==> config.mk <==
export PLATFORM = sky130hd
export DESIGN_NAME = maxpool_window_sched_flat
export DESIGN_NICKNAME = d
export VERILOG_FILES = /design/src/rtl/maxpool_window_sched_if.sv /design/src/rtl/maxpool_window_sched.sv /design/src/flat_wrapper.sv
export SDC_FILE = /design/constraint.sdc
export NUM_CORES = 1
export LEC_CHECK = 0
export CAP_MARGIN = 20
export CELL_PAD_IN_SITES_DETAIL_PLACEMENT = 0
export CELL_PAD_IN_SITES_GLOBAL_PLACEMENT = 1
export CORE_MARGIN = 5
export CORE_UTILIZATION = 40
export DETAILED_ROUTE_END_ITERATION = 12
export PLACE_DENSITY = 0.81
export SKIP_CTS_REPAIR_TIMING = 1
export SYNTH_ARGS = -nofsm -noshare
export SYNTH_HDL_FRONTEND = slang
export SYNTH_SLANG_ARGS = --single-unit
export TNS_END_PERCENT = 20
==> constraint.sdc <==
create_clock -name clk -period 2.7 [get_ports clk]
set_input_delay 0.27 -clock clk [delete_from_list [all_inputs] [get_ports clk]]
set_output_delay 0.27 -clock clk [all_outputs]
set_load 0.005 [all_outputs]
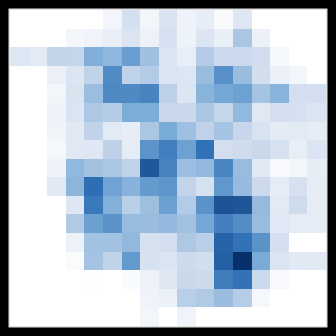
Fig. 1. Signal metal coverage by tile (run 1).
The die is cut into 17 by 17 equal tiles; white is low, dark blue is high, scaled to the fullest tile. Values are wire area over tile area, all layers added.
densest ninth of the die: centre
nearly empty tiles: 27%
mean over tiles: 0.10
emptiest ninth of the die: lower left
tiles over half the peak: 13%
fullest tile: 0.46
final wirelength: 4.681 mm
combined global-route utilization of all metal layers: 13.13%
post-DR wirelength/cell: 13.08 microns
via count: 1848

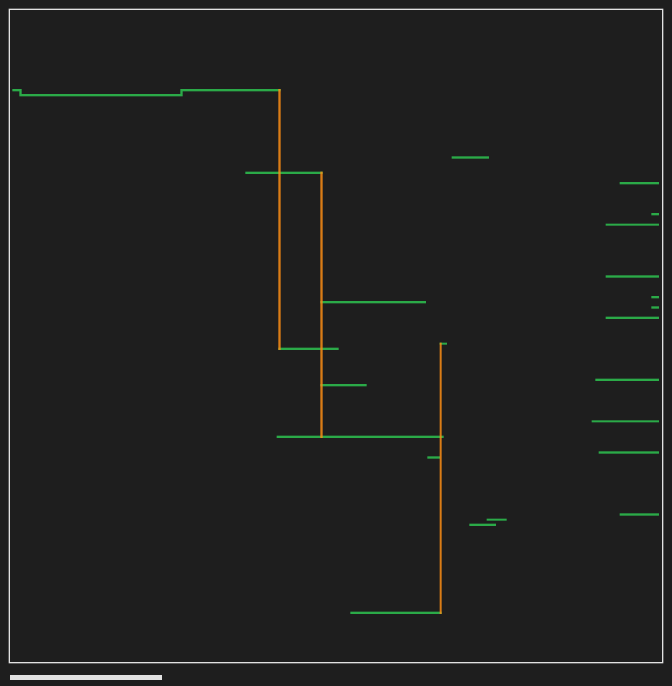
Fig. 2. Wiring by layer (run 1).
Bar = 20 microns. Two of the layers only.
legend:
  met3:
    colour: green
    wire_length: 175 microns
  met4:
    colour: orange
    wire_length: 104 microns

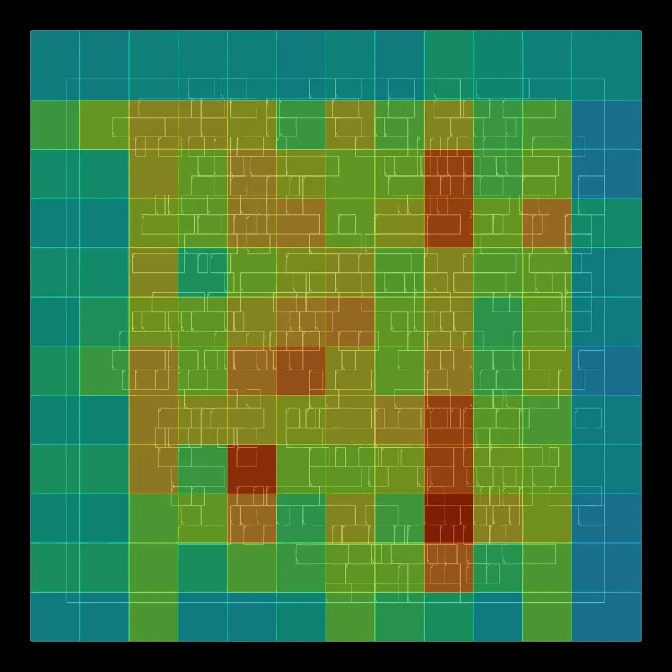
Fig. 3. Track usage over the die (run 1).
met3 track demand over resource: 3.939%
global routing met1 resource utilization: 17.74%
highest-utilization routing layer at the global route stage: met2
share of the core filled with cells in the final layout: 48.94%

==> impl_summary.log <==
[report] extracting results
INFO  metric enable_flop_cells = 0
INFO  metric synth_adder_area_share = 6.011%
INFO  metric drive_gt1_share = 5.944%
INFO  metric leakage = 0.9136 nW
INFO  metric grt_max_degree = 18
INFO  metric endpoint_kind = primary output
INFO  metric grt_pass1_vias = 1634
INFO  metric met1Wirelength = 2.374 mm
INFO  metric placement.io_buffers = 27
INFO  metric worst_pin_slew = 0.5493 ns
INFO  metric post_synth_mux_area_share = 0.8743%
INFO  metric tritoncts.num_buffers = 5
INFO  metric peakVddDrop = 173.5 uV
INFO  metric status = complete, no violations
INFO  metric cts_tree = done
INFO  metric fin_ws = 0.3079 ns
INFO  metric synthDominantCellAreaShare = 41.09%
INFO  metric period_minus_slack = 2.392 ns
INFO  metric yosys_warnings = 0
INFO  metric post_route_drc_violation_count = 0
INFO  metric grt_pass1_wl = 7.748 mm
INFO  metric io_pins = 28
INFO  metric openroad.warnings = 32
INFO  metric setup.reg_to_reg.worst_slack = 0.55 ns
INFO  metric arrival = 2.12 ns
INFO  metric design.final.nets = 300
INFO  metric top_logic_kind = simple AND/OR/NAND/NOR gates
INFO  metric synth_async_sr_flop_share = 0%
INFO  metric topRoutingLayerUsed = met4
INFO  metric area_leaders = sky130_fd_sc_hd__dfxtp_1, sky130_fd_sc_hd__ha_1, sky130_fd_sc_hd__nor2_1, sky130_fd_sc_hd__xnor2_1, sky130_fd_sc_hd__xor2_1
INFO  metric drt-initial-drc-count = 64
INFO  metric critPathMaxFanout = 8
INFO  metric antenna_left = 0
INFO  metric layout.cells.most_common = sky130_fd_sc_hd__dfxtp_1
INFO  metric area_growth_syn_to_layout = 18.42%
INFO  metric lay_top_cells = sky130_fd_sc_hd__dfxtp_1, sky130_fd_sc_hd__nor2_1, sky130_fd_sc_hd__clkdlybuf4s50_1, sky130_fd_sc_hd__nand2_1, sky130_fd_sc_hd__a21oi_1
INFO  metric gate_count_after_technology_mapping = 259
INFO  metric core_area = 5540 sq um
INFO  metric clk_root_buf = sky130_fd_sc_hd__clkbuf_8
INFO  metric post_drt_via_cell_ratio = 5.162
INFO  metric dr_wl_met3 = 174 microns
INFO  metric diodes = 0
INFO  metric timing.setup.tns = 0 ns
INFO  metric seq_area_frac_synth = 41.09%
INFO  metric post-dp-hpwl = 3.411 mm
INFO  metric core_util_floorplan = 41.33%
INFO  metric ys_seq_elements = 47
INFO  metric post_synth_ao_oa_area_fraction = 10.16%
INFO  metric slew_violations = 0
INFO  metric syn-cell-area = 2290 sq um
INFO  metric clk_pin_slew = 0.08 ns
INFO  metric clock_latency = 0.30 ns
INFO  metric die_w = 85.66 microns
INFO  metric simple_gate_area_share = 29.84%
INFO  metric hp-class = flip-flop to flip-flop
INFO  metric rsz0062_at_grt = false
INFO  metric post_synth_xor_area_fraction = 8.361%
INFO  metric placed_cells = 350
INFO  metric cts_max_path_buffers = 2
INFO  metric met2_length = 2.027 mm
INFO  metric power-per-cell-area = 427.2 nW/um^2
INFO  metric clock_sinks = 47
INFO  metric worst_ep_required_time = 2.43 ns
INFO  metric syn_nets = 274
INFO  metric total_power = 1.158 mW
INFO  metric first_pass_iters = 4
INFO  metric dp_slack = 0.3956 ns
INFO  metric worst-setup-path-type = flip-flop to primary output
INFO  metric maxSlewHeadroom = 63.29%
INFO  metric timing.final.setup_violations = 0
INFO  metric final_min_period_over_clock_period = 88.60%
[run 1: critical path: stages (launching register included)]
cell	delay (ns)
sky130_fd_sc_hd__dfxtp_1	0.50
sky130_fd_sc_hd__xor2_2	0.29
sky130_fd_sc_hd__nand3_1	0.16
sky130_fd_sc_hd__inv_1	0.19
sky130_fd_sc_hd__and3_1	0.19
sky130_fd_sc_hd__clkdlybuf4s50_1	0.49
[run 1: cell type report]
type | instances | area, sq um
fillers | 544 | 2829
multi-input cells | 191 | 1265
flip-flops and latches | 47 | 940.9
repair buffers | 30 | 292.8
well taps | 72 | 90.09
clock buffers | 6 | 72.57
inverters | 10 | 37.54
clock inverters | 2 | 12.51
[run 1: through the flow]
step	hold WS, ns	cell area [sq um]	utilization (%)
global route	0.4679	2711	48.94
detailed placement	0.4294	2626	47.40
global placement	0.4159	2626	47.40
floorplan	0.4062	2290	-
CTS	0.4424	2711	48.94
finish	0.4402	2711	48.94
[run 1: where the power goes]
group	total [mW]	switching (mW)	internal, mW
Sequential	0.698	0.00274	0.695
Clock	0.412	0.231	0.181
Combinational	0.0483	0.0290	0.0193
Total	1.16	0.262	0.896
[run 1: Yosys cell counts, drive strengths merged (4+ instances only)]
| library cell | instances |
|---|---|
| and3 | 6 |
| clkbuf | 6 |
| ha | 11 |
| o31ai | 6 |
| dfxtp | 47 |
| nand3 | 7 |
| nor2b | 6 |
| or3 | 4 |
| xor2 | 10 |
| nor4 | 4 |
| nand2 | 19 |
| nand4 | 10 |
| o21ai | 6 |
| or4 | 7 |
| a21oi | 14 |
| nor3 | 5 |
| buf | 5 |
| xnor2 | 11 |
| nor2 | 30 |
| inv | 10 |
[run 1: layer usage]
layer / vias up / GRT usage [%]
met5: - / 0
met4: 0 / 5.180
met3: 8 / 3.939
met2: 27 / 19.56
met1: 848 / 17.74
li1: 965 / -
Power is estimated from default activity; no workload was simulated.
